Design k_and_s_datapath_flat, sky130hd; sources not shown.
Close-up of the layout:
Window x 48 to 73, y 48 to 73 um. Cells in grey, sequential cells in the stronger grey; small squares are vias.
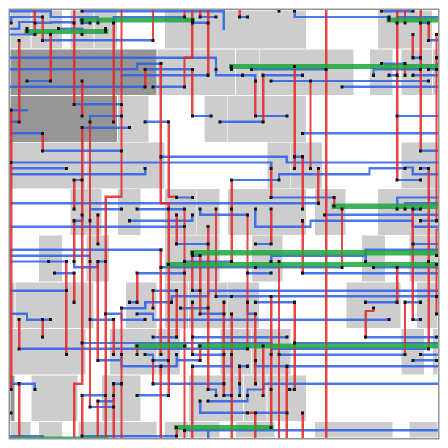
Key: met1 = blue; met3 = green; met2 = red
Sequential cells in the window: 2. 52 logic cells have their middle in the window. Most frequent: nand2_1 (8), ha_1 (6), a21oi_1 (5).

Routed clock nets over the placement:
Scale: 4 px per um.
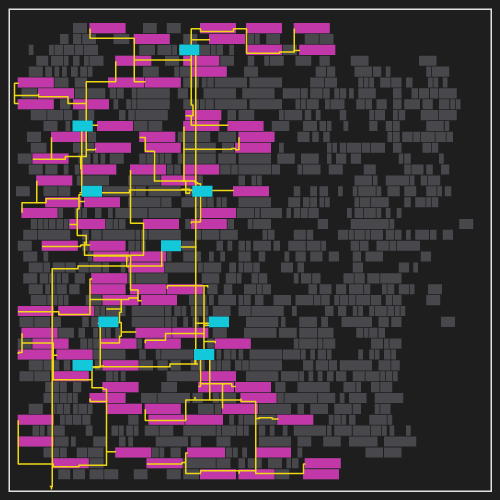
Key: cells driving clock nets = cyan [count 9]; flip-flops = magenta [count 88]; clock wires = yellow [length 1,070 um]
There are 10 routed clock nets.
Power Clock: 557 uW
Max Clock Skew: 0.00954 ns
clock share of power: 0.083
worst-skew pair later-pin latency: 0.37 ns

The clock network:
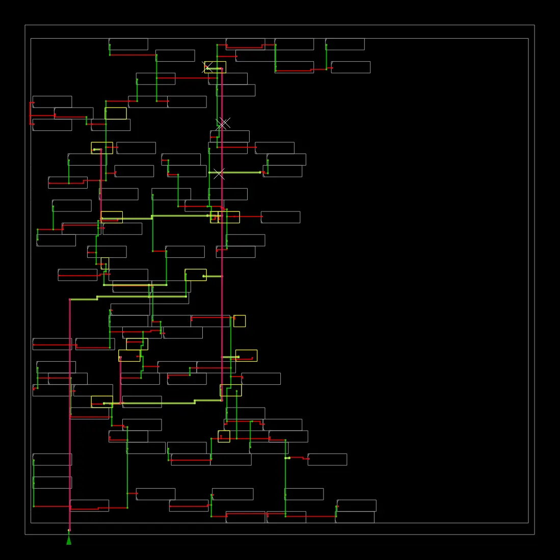
CTS Buf Count: 9
flop count: 88
Layout clock buffers: 12

Cell classes on the final placement:
Scale: 3 px per um. Fill, decap, tap and diode cells in grey.
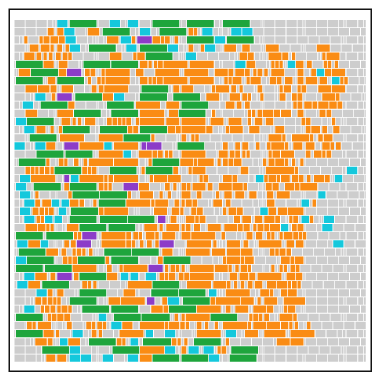
Key: flip-flops = green [cells 88, share of their area 28%]; other buffers and delay cells = cyan [cells 81, share of their area 9.4%]; clock drivers and dummy loads = purple [cells 15, share of their area 2.2%]; all other logic = orange [cells 626, share of their area 61%]
Placeable Area: 13,400 um^2
Core Rows: 42
post-layout util: 0.612
design area: 8200 um^2
Seq/total area: 0.269

==> flow_summary.json <==
{
  "largest_reg_flops": 64,
  "fillers": 1120,
  "ys_async_sr_fraction": 1.00,
  "final_nets": 884,
  "worst_hold_slack_ns": 0.524,
  "r2r_cells": 14,
  "hold_path.class": "register to register",
  "criticalPathCategory": "register to register",
  "dpl.hpwl_um": 14600,
  "power_frac_comb": 0.688,
  "status": "finished with violations",
  "synth-edff-count": 0,
  "warnings": 58,
  "netlist-cell-type-count": 77,
  "cap_viol_max_count": 0,
  "wire_per_inst_um": 19.9,
  "avgSynthCellArea_um2": 9.52,
  "syn-instance-count": 762,
  "swShare": 0.487,
  "ctsLongestPathBuffers": 2,
  "pre_cts_ws_ns": 0.0813,
  "hold_violations": 0,
  "fmax_mhz": 258,
  "grt_use_total": 0.284,
  "drt-pass1-iter-count": 7,
  "die_area_um2": 14400,
  "grt_pass1_vias": 6252,
  "synth_area_um2": 7260,
  "die_x_um": 120,
  "ys.flop_type": "dfrtp_1",
  "cts_root_buffer": "clkbuf_8",
  "io_pins": 56,
  "path_max_fanout": 10,
  "finalWirelength_um": 19700,
  "grt_antenna_before_repair": 0,
  "slew-limit-headroom": 0.257,
  "drv_slew": 0,
  "postRouteAntennaNets": 0,
  "yosysChipArea_um2": 7260,
  "drc": 4,
  "num_antenna_cells": 0,
  "htreeDepth": 3,
  "holdPathStages": 1,
  "failed_checks": "design-rule violations",
  "maxUsedRoutingLayer": "met4",
  "grt_max_degree": 89,
  "drt_iter0_markers": 576,
  "wl_met2_um": 9160,
  "gp_congestion": 0.946,
  "vdd_drop_max_mv": 0.450,
  "power_density_nw_per_um2": 822,
  "finalCritPeriodShare": 0.944,
  "vias": 6286,
  "worstMarginPinSlew_ns": 1.11,
  "clk_pin_slew_worst_paths_ns": 0.09,
  "grt_pass1_wl_um": 31900,
  "cts_num_sinks": 88,
  "viasPerCell": 6.38,
  "cts_tree": "built",
  "io_buffers": 55,
  "p_seq_frac": 0.229,
  "grt_overflow": 0,
  "dr_wl_met3_um": 1740,
  "cp-start-kind": "register",
  "fp_util": 0.541,
  "intPower_mw": 3.46,
  "cp.arrival_ns": 4.11,
  "fin_ws_ns": 0.230,
  "ys_cells": 762,
  "ys_ff": 88,
  "yosysWarnings": 0,
  "finalSetupTns_ns": 0,
  "ys_seq_share": 0.304,
  "area_growth_pct": 13.0,
  "postPlaceCellArea_um2": 8000,
  "period_needed_ns": 3.87,
  "grt_setup_unrepaired": "false",
  "setup_viol": 0,
  "die_y_um": 120,
  "drive_gt1_frac": 0.177,
  "total_power_mw": 6.74,
  "m1WireLength_um": 8440
}
stage by stage:
step | cells | util
floorplan | 762 | -
global placement | 971 | 0.597
detailed placement | 971 | 0.597
CTS | 986 | 0.610
global route | 986 | 0.612
finish | 986 | 0.612
placed cells by master (no fill, tap or decap), types with 10 or more instances in the layout:
| master | Yosys | layout |
|---|---|---|
| a21oi_1 | 33 | 33 |
| buf_4 | 2 | 26 |
| clkbuf_8 | 0 | 11 |
| clkdlybuf4s50_1 | 0 | 54 |
| dfrtp_1 | 88 | 86 |
| ha_1 | 49 | 48 |
| inv_1 | 52 | 52 |
| mux2_2 | 22 | 22 |
| mux2i_1 | 13 | 13 |
| mux4_2 | 50 | 50 |
| nand2_1 | 105 | 105 |
| nor2_1 | 38 | 38 |
| nor3_1 | 10 | 10 |
| o21ai_0 | 71 | 70 |
| o21ai_1 | 15 | 16 |
| o31ai_1 | 10 | 10 |
synth_stat cells (all sizes together) (8+ instances only):
cell type | instances | share of area
nand2 | 105 | 0.054
o21ai | 90 | 0.064
dfrtp | 88 | 0.30
inv | 56 | 0.029
mux4 | 50 | 0.16
ha | 49 | 0.084
nor2 | 39 | 0.021
a21oi | 34 | 0.024
clkbuf | 27 | 0.014
mux2 | 22 | 0.034
buf | 21 | 0.016
mux2i | 13 | 0.018
o31ai | 13 | 0.016
nor3 | 10 | 0.0069
a31oi | 9 | 0.0095
nand3 | 9 | 0.0062
xnor2 | 9 | 0.011
a21o | 8 | 0.0093
critical path, stage by stage (launching register included):
cell and delay [ns]:
dfrtp_2 0.48, buf_4 0.28, mux4_2 0.56, inv_1 0.10, ha_1 0.31, nor2b_1 0.11
nor4_1 0.19, a21oi_1 0.11, buf_4 0.17, a221oi_4 0.35, o2111a_1 0.22, nor3_1 0.05
nor3_1 0.45, and2_1 0.27, o31ai_1 0.10
area by class of cell:
class	count	area (um^2)	area share
multi-input combinational	570	4640	0.566
sequential	88	2200	0.269
timing repair buffer	81	747	0.0911
tap	176	220	0.0269
inverter	56	210	0.0256
clock buffer	12	159	0.0194
clock inverter	3	17.5	0.00214
per-layer routing:
metal | vias to the layer above | GRT usage
met5 | - | 0
met4 | 0 | 0.0922
met3 | 35 | 0.0532
met2 | 327 | 0.446
met1 | 3044 | 0.397
li1 | 2880 | -
what timing repair did:
item,CTS,global route
setup buffers,0,0
endpoints found under the setup margin,0,26
resized,0,7
cells by family (layout without fill, tap and decap cells):
kind of cell | count (synthesis) | in the layout | synth area share
AND-OR/OR-AND | 215 | 215 | 0.196
AND/OR/NAND/NOR | 209 | 209 | 0.132
buffers and inverters | 104 | 152 | 0.0591
flip-flops | 88 | 88 | 0.304
multiplexers | 85 | 85 | 0.207
adder cells (fa/ha/maj) | 51 | 51 | 0.0900
XOR/XNOR | 10 | 10 | 0.0121
power by group through the flow:
stage / registers, mW / logic, mW / clock network (mW)
after floorplan: 1.44 / 3.38 / 0
after global placement: 1.50 / 4.43 / 0
after CTS: 1.53 / 4.54 / 0.569
after detailed placement: 1.55 / 4.51 / 0
after global routing: 1.59 / 5.06 / 0.599
final: 1.55 / 4.64 / 0.557
Power and IR drop assume default switching activity.
